Figure 1. Cells colored by class.
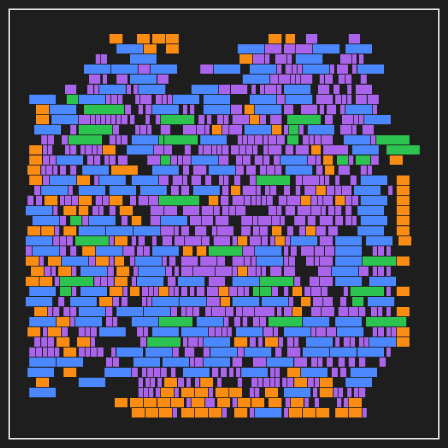
Figure 2. Routing congestion.
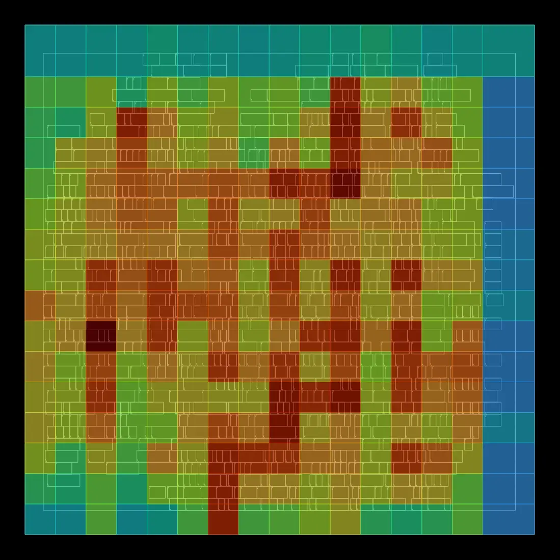
Figure 3. Cell area per tile.
The die is cut into 12 by 12 equal tiles; black is low, pale yellow is high, 0 to 100% covered.
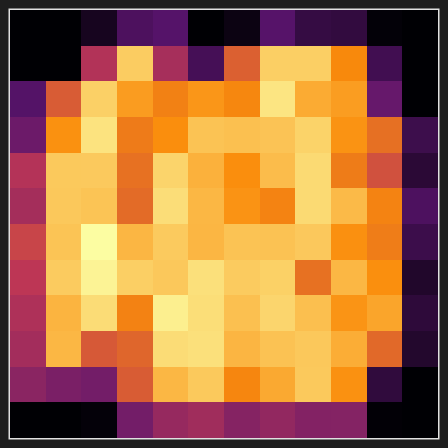
Figure 4. Sizing map.
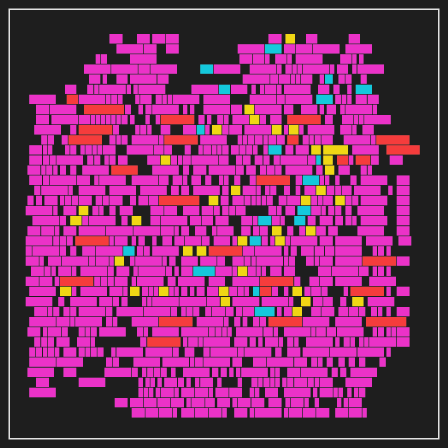
Design sd_spi_cmd, sky130hd; sources not shown.
==> summary.txt <==
impl run done, here's what came out: hold violation total from the final report=0, Antenna Nets Post-Route=0, routability-driven placement congestion ratio=between 0.9 and 1, flip-flops with a built-in enable=0, Leakage Power=2.920 nW, Worst path slowest cell=or4_1, leftover overflow at the end of global routing=0, final slew viol count=0, Worst Path Class, Setup=flip-flop to flip-flop, cell at the root of the clock tree=clkbuf_16, Final #Nets=932, count of port buffers added during placement=98, setup TNS after final layout=0 ns, Synth async-reset ratio=0%, Max clock buf depth=2, number of levels in the clock H-tree=4, Finish-stage setup viols=0, Worst setup EP type=flip-flop, tightest slew margin relative to the limit=49.64%, average detailed-routed wire length per instance=approximately 18 um, Mapped Cells=773, clock transition at the register clock pins on the worst setup and hold paths after CTS=~0.060 ns, startpoint types=flip-flop, final wirelength=approximately 18000 um, Synth flops=140, worst hold path stage count=2, number of iterations in the first detailed-routing pass=6, first-pass GRT wire length=29590 um, vias=6215, Net Count, Synth=838, Cell Type Count=approximately 52, detailed router's first-iteration violation count=575, placed wire-length estimate after detailed placement=between 10000 and 15000 um, CTS Buf Count=17, maximum number of pins on one net before global-route repair=approximately 51, synthesized chip area reported by yosys=6203 um2, delay contributed by the slowest stage of the critical path=~0.63 ns, total inserted antenna cells=0, library cell occupying the most area in the post-synthesis netlist=dfxtp_1, count of yosys warnings during synthesis=0, number of top-level pins=99, Max FO, Critical Path=6, DR DRC count=0, number of cells on the critical path=7, worst slew pin tran=0.7492 ns, Vias per Instance=about 6.1, number of placed instances, taps included=988, highest attainable clock frequency=374.5 MHz, area fraction of the dominant cell type after synthesis=between 40% and 50%, Worst-Skew Late Latency=around 0.43 ns, count of non-filler cells in the finished layout=slightly above 1000, via count of the first global-routing pass=6127, chip area=13270 um2, yosys cell count=773, post-synthesis instance area=6203 um2, CTS Hold Bufs=0, time the final worst path needs with I/O delays and setup=2.670 ns, ys flop type=dfxtp_1, met3 global-route usage=8.632%, TritonCTS clock tree=done, r2r worst-path depth=7, required arrival time at the worst endpoint=about 3.1 ns, sequential-to-total area share from yosys stat=45.18%, largest cells by area after synthesis=dfxtp_1 45%, nand2_1 11%, a21oi_1 9.4%, nand3_1 3.4%, clkbuf_1 2.8%, antenna violations before repair=0, setup slack at placement=0.1129 ns, data arrival at the endpoint of the critical path=2.99 ns, result of the run=completed, power density of the placed cells=~600 nW/um2, per-instance average area after synthesis=about 8.0 um2, number of warnings in the stage logs=33, die width=115.2 um, path class of the lowest-slack min-delay path=flip-flop to flip-flop, Period Utilization, post-route=between 90% and 100%, clk_skew=0.007624 ns, family with the most delay on the worst path=simple AND/OR/NAND/NOR gates, Die H=115.2 um, number of buffers and inverters on the critical path=1, largest voltage drop on the vdd net=0.0008382 V, TritonCTS sink count=about 140, slack of the worst reg-to-reg path=0.13 ns, Cell Chain, Critical Path=or4_1 -> nor2_1 -> nor4b_1 -> a22o_1 -> nor3_1 -> buf_4 -> a32o_1, fraction of final layout cells with drive strength greater than 1=9.091%, reported max-cap violation count=0, unrepaired setup endpoints after global routing=false
-- Figure 1 (at the start) --
class	color	cells
remaining buffers and delay cells	orange	128
sequential cells	blue	140
remaining logic cells	purple	580
clock drivers and dummy loads	green	32
area of the core: 11030 um2
Core Rows: 38
core utilization of the finished layout: 72.86%
area of all placed cells without fillers: 8036 um2
flop share of the area: 34.87%

-- Figure 2 (at the start) --
met2 demand-to-capacity share in global routing: 46.49%
Total Routing Usage GR: 27.60%
GR Util met1: 33.03%
GRT busiest layer: met2

-- Figure 3 (at the start) --
densest ninth of the die	middle
fullest tile	100%
tiles over 75% full	49%
nearly empty tiles	10%
Floorplan Utilization: 56.24%

-- Figure 4 (at the start) --
size	color	cells
x3 and x4	yellow	36
x1 and smaller	magenta	800
x2	cyan	18
x6 and larger	red	26
number of non-clock buffers in the layout: 128
crit path setup slack, layout: 0.1300 ns
Area Growth Syn to Fin: 29.55%

## worst reg2reg max path, cell delays in order (launching register included)
cell and delay [ns]:
dfxtp_1 0.35, or4_1 0.63, nor2_1 0.23, nor4b_1 0.56, a22o_1 0.31, nor3_1 0.08
buf_4 0.19, a32o_1 0.22
## layout make-up
| cell class | instances | area, um2 |
|---|---|---|
| Clock buffer | 18 | 429.2 |
| Multi-Input combinational cell | 574 | 3208 |
| Fill cell | 796 | 2994 |
| Tap cell | 140 | 175.2 |
| Sequential cell | 140 | 2803 |
| Timing Repair Buffer | 128 | 1216 |
| Clock inverter | 14 | 182.7 |
| Inverter | 6 | 22.52 |
## power breakdown
part	switching (W)	internal (W)
clock network	0.000927	0.00142
registers	0.0000429	0.00205
logic	0.000217	0.000185
total	0.00119	0.00366
## synthesized netlist by cell type, types with 7 or more instances
library cell	instances
nor3_1	11
nand2_1	177
nand3_1	42
a21o_1	9
a221o_1	7
a2111oi_0	7
xnor2_1	10
a22oi_1	12
nor2_1	42
a2bb2oi_1	9
and3_1	14
a21oi_1	116
o21ai_0	19
clkbuf_1	47
o211ai_1	11
ha_1	12
dfxtp_1	140
xor2_1	12
## logic make-up (layout without fill, tap and decap cells)
kind of cell / Yosys count / count (layout) / share of synthesized area (%)
AOI/OAI and AO/OA: 211 / 211 / 21.16
xor gates and xnor gates: 22 / 22 / 3.106
adders and majority gates: 12 / 12 / 2.420
buffers and inverters: 59 / 166 / 3.651
DFF: 140 / 140 / 45.18
muxes: 2 / 2 / 0.3227
and+or+nand+nor: 327 / 327 / 24.16
## per-layer routing
| metal | routed length [um] | share of wire, % | vias up |
|---|---|---|---|
| met4 | 437 | 2.4 | 0 |
| met2 | 9013 | 50 | 282 |
| li1 | - | - | 2904 |
| met3 | 1559 | 8.6 | 46 |
| met1 | 7087 | 39 | 2983 |
| met5 | 0 | 0 | - |
## stage by stage
| stage | power, W | hold WS, ns | cell area [um2] |
|---|---|---|---|
| final | 0.004846 | 0.4540 | 8036 |
| after global routing | 0.004979 | 0.4773 | 8036 |
| after CTS | 0.004834 | 0.4550 | 8016 |
| after detailed placement | 0.002528 | 0.4463 | 7405 |
| after global placement | 0.002511 | 0.4398 | 7405 |
| after floorplan | 0.002348 | 0.4319 | 6203 |
## cells in the final DEF (no fill, tap or decap), drive strengths merged, types with 3 or more instances in the layout
master,synthesis,routed
a2111oi,7,7
a21o,9,9
a21oi,116,116
a221o,7,7
a222oi,3,3
a22oi,12,12
a2bb2oi,9,9
a31oi,3,3
a32o,6,6
and3,14,14
buf,6,31
bufinv,0,3
clkbuf,47,18
clkdlybuf4s50,0,97
clkinv,1,5
dfxtp,140,140
ha,12,12
inv,5,10
nand2,177,177
nand2b,6,6
nand3,42,42
nand4,4,4
nor2,42,42
nor2b,3,3
nor3,12,12
nor3b,5,5
nor4,7,7
nor4b,3,3
o211ai,11,11
o21ai,20,20
or3,4,4
xnor2,10,10
xor2,12,12
## timing repair
item,4_1_cts,5_1_grt
resized,0,6
buffers inserted,0,0
endpoints found under the setup margin,0,6
hold endpoints to repair,0,0
Power figures rest on the tool's default switching activity, not on a simulated workload.
